File: config.mk
export PLATFORM = sky130hd
export DESIGN_NAME = rmii_rx
export DESIGN_NICKNAME = d
export VERILOG_FILES = /design/src/rtl/rmii_rx.sv
export SDC_FILE = /design/constraint.sdc
export NUM_CORES = 1
export LEC_CHECK = 0
export CORE_MARGIN = 4
export CORE_UTILIZATION = 40
export CTS_CLUSTER_SIZE = 30
export DETAILED_ROUTE_END_ITERATION = 16
export PLACE_DENSITY = 0.69
export SLEW_MARGIN = 20
export SYNTH_ARGS = -nofsm -noshare
export SYNTH_HDL_FRONTEND = slang
export SYNTH_SLANG_ARGS = --single-unit
File: constraint.sdc
create_clock -name clk -period 5.7 [get_ports clk]
set_input_delay 1.71 -clock clk [delete_from_list [all_inputs] [get_ports clk]]
set_output_delay 1.71 -clock clk [all_outputs]
set_load 0.02 [all_outputs]
File: src/rtl/rmii_rx.sv
`default_nettype none
// ============================================================================
// Module   : rmii_rx
// Function : RMII 100 Mbps receive deserializer with preamble/SFD lock, dibit
//            to byte assembly and frame end/length/error reporting.
// Revision : 1.0  initial release
// ============================================================================
module rmii_rx #(
   parameter int MIN_PREAMBLE_DIBITS = 12,
   parameter int MAX_FRAME_BYTES     = 1522
) (
   input  logic        clk,
   input  logic        reset,
   input  logic [1:0]  rmii_rxd,
   input  logic        rmii_crs_dv,
   output logic [7:0]  received_byte,
   output logic        byte_valid,
   output logic        frame_end,
   output logic [15:0] frame_len,
   output logic        rx_error
);

   localparam logic [1:0]  c_st_idle     = 2'd0;
   localparam logic [1:0]  c_st_preamble = 2'd1;
   localparam logic [1:0]  c_st_data     = 2'd2;
   localparam logic [1:0]  c_st_drop     = 2'd3;

   localparam logic [1:0]  c_dibit_pre   = 2'b01;
   localparam logic [1:0]  c_dibit_sfd   = 2'b11;
   localparam logic [7:0]  c_sfd_byte    = 8'hD5;
   localparam logic [4:0]  c_pre_sat     = 5'd31;
   localparam logic [4:0]  c_pre_min     = 5'(MIN_PREAMBLE_DIBITS);
   localparam logic [15:0] c_max_bytes   = 16'(MAX_FRAME_BYTES);

   logic        r_s1_dv;
   logic [1:0]  r_s1_rxd;
   logic [1:0]  r_state;
   logic [4:0]  r_pre_cnt;
   logic [1:0]  r_dibit_idx;
   logic [15:0] r_byte_cnt;
   logic [5:0]  r_shift;

   logic        w_present;
   logic        w_carrier_end;
   logic [7:0]  w_byte;

   // Either sample high keeps the dibit: the PHY toggles CRS_DV near frame end.
   assign w_present     = r_s1_dv | rmii_crs_dv;
   assign w_carrier_end = ~r_s1_dv & ~rmii_crs_dv;
   assign w_byte        = {r_s1_rxd, r_shift};

   always_ff @(posedge clk) begin
      if (reset) begin
         r_s1_dv       <= 1'b0;
         r_s1_rxd      <= 2'b00;
         r_state       <= c_st_drop;
         r_pre_cnt     <= 5'd0;
         r_dibit_idx   <= 2'd0;
         r_byte_cnt    <= 16'd0;
         r_shift       <= 6'd0;
         received_byte <= 8'd0;
         byte_valid    <= 1'b0;
         frame_end     <= 1'b0;
         frame_len     <= 16'd0;
         rx_error      <= 1'b0;
      end else begin
         r_s1_dv    <= rmii_crs_dv;
         r_s1_rxd   <= rmii_rxd;
         byte_valid <= 1'b0;
         frame_end  <= 1'b0;
         rx_error   <= 1'b0;

         case (r_state)
            c_st_drop: begin
               if (w_carrier_end) begin
                  r_state <= c_st_idle;
               end
            end

            c_st_idle: begin
               if (w_present && r_s1_rxd == c_dibit_pre) begin
                  r_pre_cnt <= 5'd1;
                  r_state   <= c_st_preamble;
               end
            end

            c_st_preamble: begin
               if (w_carrier_end) begin
                  r_state <= c_st_idle;
               end else if (r_s1_rxd == c_dibit_pre) begin
                  if (r_pre_cnt != c_pre_sat) begin
                     r_pre_cnt <= r_pre_cnt + 5'd1;
                  end
               end else if (r_s1_rxd == c_dibit_sfd && r_pre_cnt >= c_pre_min) begin
                  received_byte <= c_sfd_byte;
                  byte_valid    <= 1'b1;
                  r_dibit_idx   <= 2'd0;
                  r_byte_cnt    <= 16'd0;
                  r_state       <= c_st_data;
               end else begin
                  r_state <= c_st_drop;
               end
            end

            c_st_data: begin
               if (w_carrier_end) begin
                  frame_end <= 1'b1;
                  frame_len <= r_byte_cnt;
                  rx_error  <= (r_dibit_idx != 2'd0);
                  r_state   <= c_st_idle;
               end else begin
                  r_shift     <= {r_s1_rxd, r_shift[5:2]};
                  r_dibit_idx <= r_dibit_idx + 2'd1;
                  if (r_dibit_idx == 2'd3) begin
                     // The byte that would exceed the limit is swallowed and the frame aborted.
                     if (r_byte_cnt == c_max_bytes) begin
                        frame_end <= 1'b1;
                        rx_error  <= 1'b1;
                        frame_len <= c_max_bytes;
                        r_state   <= c_st_drop;
                     end else begin
                        received_byte <= w_byte;
                        byte_valid    <= 1'b1;
                        r_byte_cnt    <= r_byte_cnt + 16'd1;
                     end
                  end
               end
            end

            default: begin
               r_state <= c_st_drop;
            end
         endcase
      end
   end

endmodule
`default_nettype wire

==> results.txt, run 1 <==
Power Density: 366 nW/um^2
Mux area share: 0.0154
Yosys warnings: 0
Area of the core: 6420 um^2
Final period utilization: 0.661
Placed Area: 3060 um^2
RSZ-0062 raised after global routing: no
Syn-to-layout area delta: 20.9%
Critical Path Start Type: input pin
Detailed Routing Iterations Pass 1: 4
CP bufs+invs: 1
Unique cell types: 51
GR Util met3: 0.0559
# Cells Yosys: 296
Most numerous logic cell after layout: dfxtp_1
Port bufs: 31
Clk ins delay skew pair: 0.34 ns
DR vias/cell: 5.56
Worst rel slew slack: 0.402
OpenROAD warning count: 34
Status: finished clean
Well tap count: 77
Top cells by area: dfxtp_1, ha_1, a21oi_1
Mi-comb count: 213
Antenna cells: 0
Largest stage delay on the critical path: 0.70 ns
Clock buffer count: 12
==> run 1: flip-flops by register name, indices dropped and copies added (netlist names) <==
register       flops
r_dibit_idx        2
frame_len         16
r_shift            6
r_s1_dv            1
received_byte      8
r_state            2
r_s1_rxd           2
r_byte_cnt        16
rx_error           1
r_pre_cnt          5
byte_valid         1
frame_end          1
==> run 1: worst paths after layout <==
check              endpoint  slack (ns)  cells past startpoint
max reg2reg  r_byte_cnt[15]        2.94                      7
max            frame_len[2]        1.93                      5
min reg2reg      r_shift[1]        0.46                      2
min              r_shift[1]        0.46                      2
==> run 1: report_power, final <==
group,internal (mW),switching (mW)
combinational,0.127,0.191
clock,0.213,0.163
sequential,0.465,0.0309
Fig. 1: run 1, gate-type map
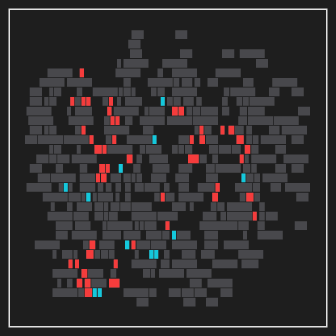
colour	family	cells	most used
red	nand cells	46	nand2_1
cyan	inv cells	12	inv_1

Fig. 2: run 1, the metal 1 layer
Supply wires on this layer in grey.
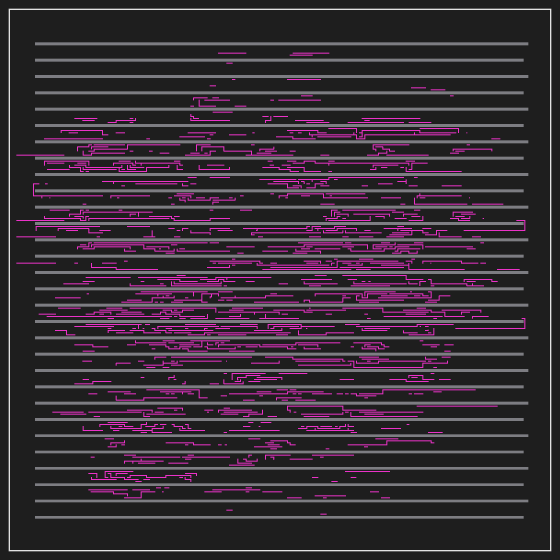
wire length on this layer	2740 um
longest straight run	20.7 um
nets with wire on the layer	316
share of all routed wire	46%
overall routed net length: 5.91 mm
met1 Use GR: 0.196

Fig. 3: run 1, floorplan with the power grid
Pins as bars on the die edge.
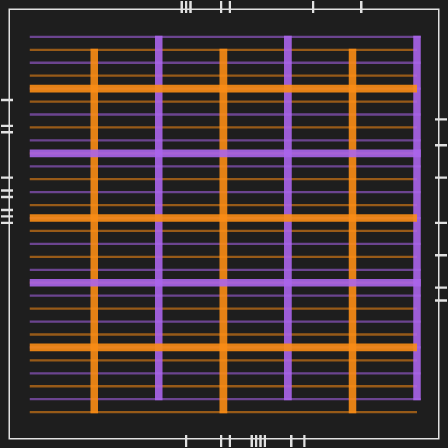
colour	net
purple	VDD
orange	VSS
met1 rails	30
signal pins	32
rows	29

==> run 2, diff against run 1 <==
clock period = 3.5 ns   (was 5.7 ns; I/O delays follow)
Fig. 4: run 2, clock nets
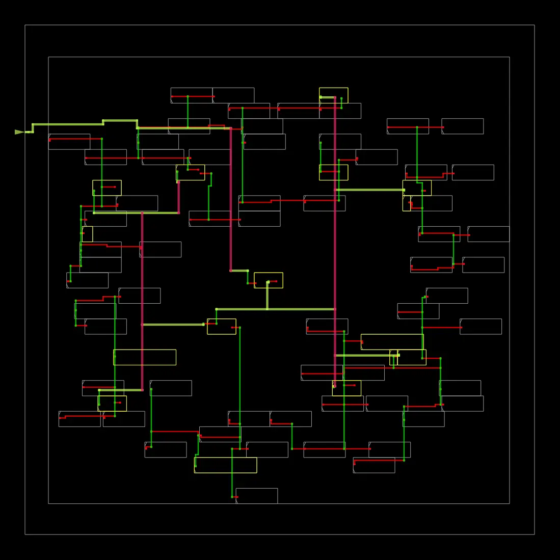
Num CTS Buffers: 9
clk ins delay skew pair: 0.34 ns
flip-flops: 61

Fig. 5: run 2, the metal 1 layer
Supply wires on this layer in grey.
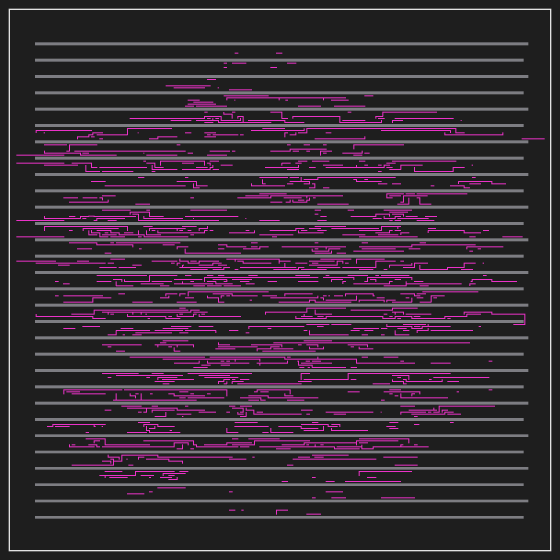
overall routed net length: 5.89 mm
met1 Use GR: 0.191

==> results.txt, run 2 <==
Worst Hold Path EP: frame_len[11]
Biggest regs: frame_len (16), r_byte_cnt (16), received_byte (8)
R2R depth: 7
Worst rel slew slack: 0.482
Internal: 1.47 mW
RSZ-0062 raised after global routing: no
Top cells by area: dfxtp_1, ha_1, a21oi_1
Status: finished clean
Power Clock: 0.762 mW
Most numerous logic cell after layout: dfxtp_1
Net load switching power: 0.634 mW
Flop2flop setup slack: 0.78 ns
Syn-to-layout area delta: 24.0%
Yosys warnings: 0
Setup crit end: r_byte_cnt[15]
Antenna cells: 0
# Cells Yosys: 296
OpenROAD warning count: 34
Comb pwr share: 0.253
RR Endpoint: r_byte_cnt[15]
Hold Crit Depth: 1
Mux area share: 0.0154
Flop pwr share: 0.384
Unique cell types: 51
Pwr top: sequential cells
Clock power frac: 0.363
Sw Ratio: 0.302
Critical Path Start Type: flip-flop
==> run 2: netlist changes by cell type in the layout (fill, tap and decap cells not counted) <==
cell,change
buf_4,+5
bufinv_16,+2
a211oi_1,+1
a211oi_2,-1
buf_2,-1
clkdlybuf4s50_1,+1
clkinv_2,-1
clkinvlp_4,-1
==> run 2: area by class of cell <==
class	instances	area (um^2)	area share
clock buffer	12	145	0.0435
clock inverter	4	95.1	0.0285
inverter	12	45.0	0.0135
multi-input combinational	213	1380	0.413
sequential	61	1220	0.366
tap	77	96.3	0.0289
timing repair buffer	37	355	0.107
==> run 2: critical path: stages (launching register included) <==
cell and delay [ns]:
dfxtp_1 0.35, inv_1 0.09, ha_1 0.43, inv_1 0.29, o22ai_1 0.38, o211ai_2 0.37, or4_1 0.59, a21oi_1 0.15
==> run 3, diff against run 2 <==
clock period = 2.6 ns   (was 3.5 ns; I/O delays follow)
Fig. 6: run 3, sequential cells coloured by netlist name
Other sequential cells in the stronger grey, the rest of the logic in the fainter grey.
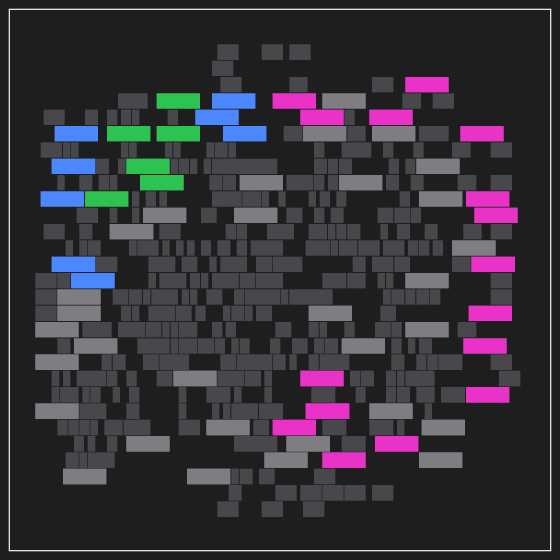
colour	signal	sequential cells
blue	`received_byte`	8
magenta	`frame_len`	16
green	`r_shift`	6
not coloured	31

==> results.txt, run 3 <==
Mux area share: 0.0154
Antenna cells: 0
Placed Area: 3190 um^2
# Cells Yosys: 296
Area of the core: 6420 um^2
Clock buffer count: 12
RSZ-0062 raised after global routing: no
Syn-to-layout area delta: 25.9%
RR Endpoint: received_byte[2]
CP bufs+invs: 1
Yosys warnings: 0
Buffers, non-clock: 46
Biggest regs: frame_len (16), r_byte_cnt (16), received_byte (8)
Status: finished clean
Flop2flop setup slack: 0.22 ns
Clk ins delay skew pair: 0.34 ns
Well tap count: 77
Critical Path Start Type: flip-flop
Mi-comb count: 213
Fraction of area in registers: 0.361
CP delay by family, top: AND-OR/OR-AND gates
Clock network area share: 0.0570
Critical path depth: 7
Power Density: 796 nW/um^2
OpenROAD warning count: 34
Hold Crit Depth: 2
Non-clk invs: 12
Flip-flops: 61
GR Util met3: 0.0634
Sequential cell area: 1220 um^2
Overall routed net length: 5.89 mm
Largest stage delay on the critical path: 0.63 ns
Met1 Use GR: 0.179
Fig. 7: run 3, gate-type map
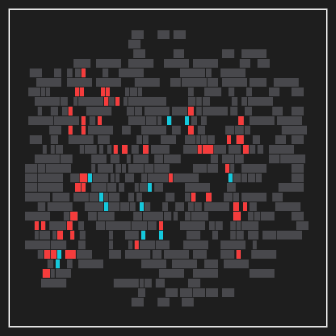
most numerous logic cell after layout: dfxtp_1
fraction of area in multi-input gates: 0.408

run 3: power breakdown:
part	internal [mW]	leakage, nW	switching [mW]	total (mW)
sequential	1.02	0.494	0.0611	1.08
combinational	0.357	0.606	0.437	0.794
clock	0.466	0.0964	0.353	0.819
total	1.84	1.20	0.851	2.69
run 3: how the worst max path moves through the flow:
stage / start / endpoint / slack (ns)
after floorplan: r_byte_cnt[0] / r_byte_cnt[9] / 0.45
after global placement: rmii_crs_dv / received_byte[5] / -0.05
after detailed placement: rmii_crs_dv / received_byte[3] / -0.11
after CTS: r_state[1] / received_byte[1] / 0.16
after global routing: r_byte_cnt[0] / received_byte[6] / 0.09
final: r_byte_cnt[0] / received_byte[2] / 0.22
Power is estimated from default activity; no workload was simulated.
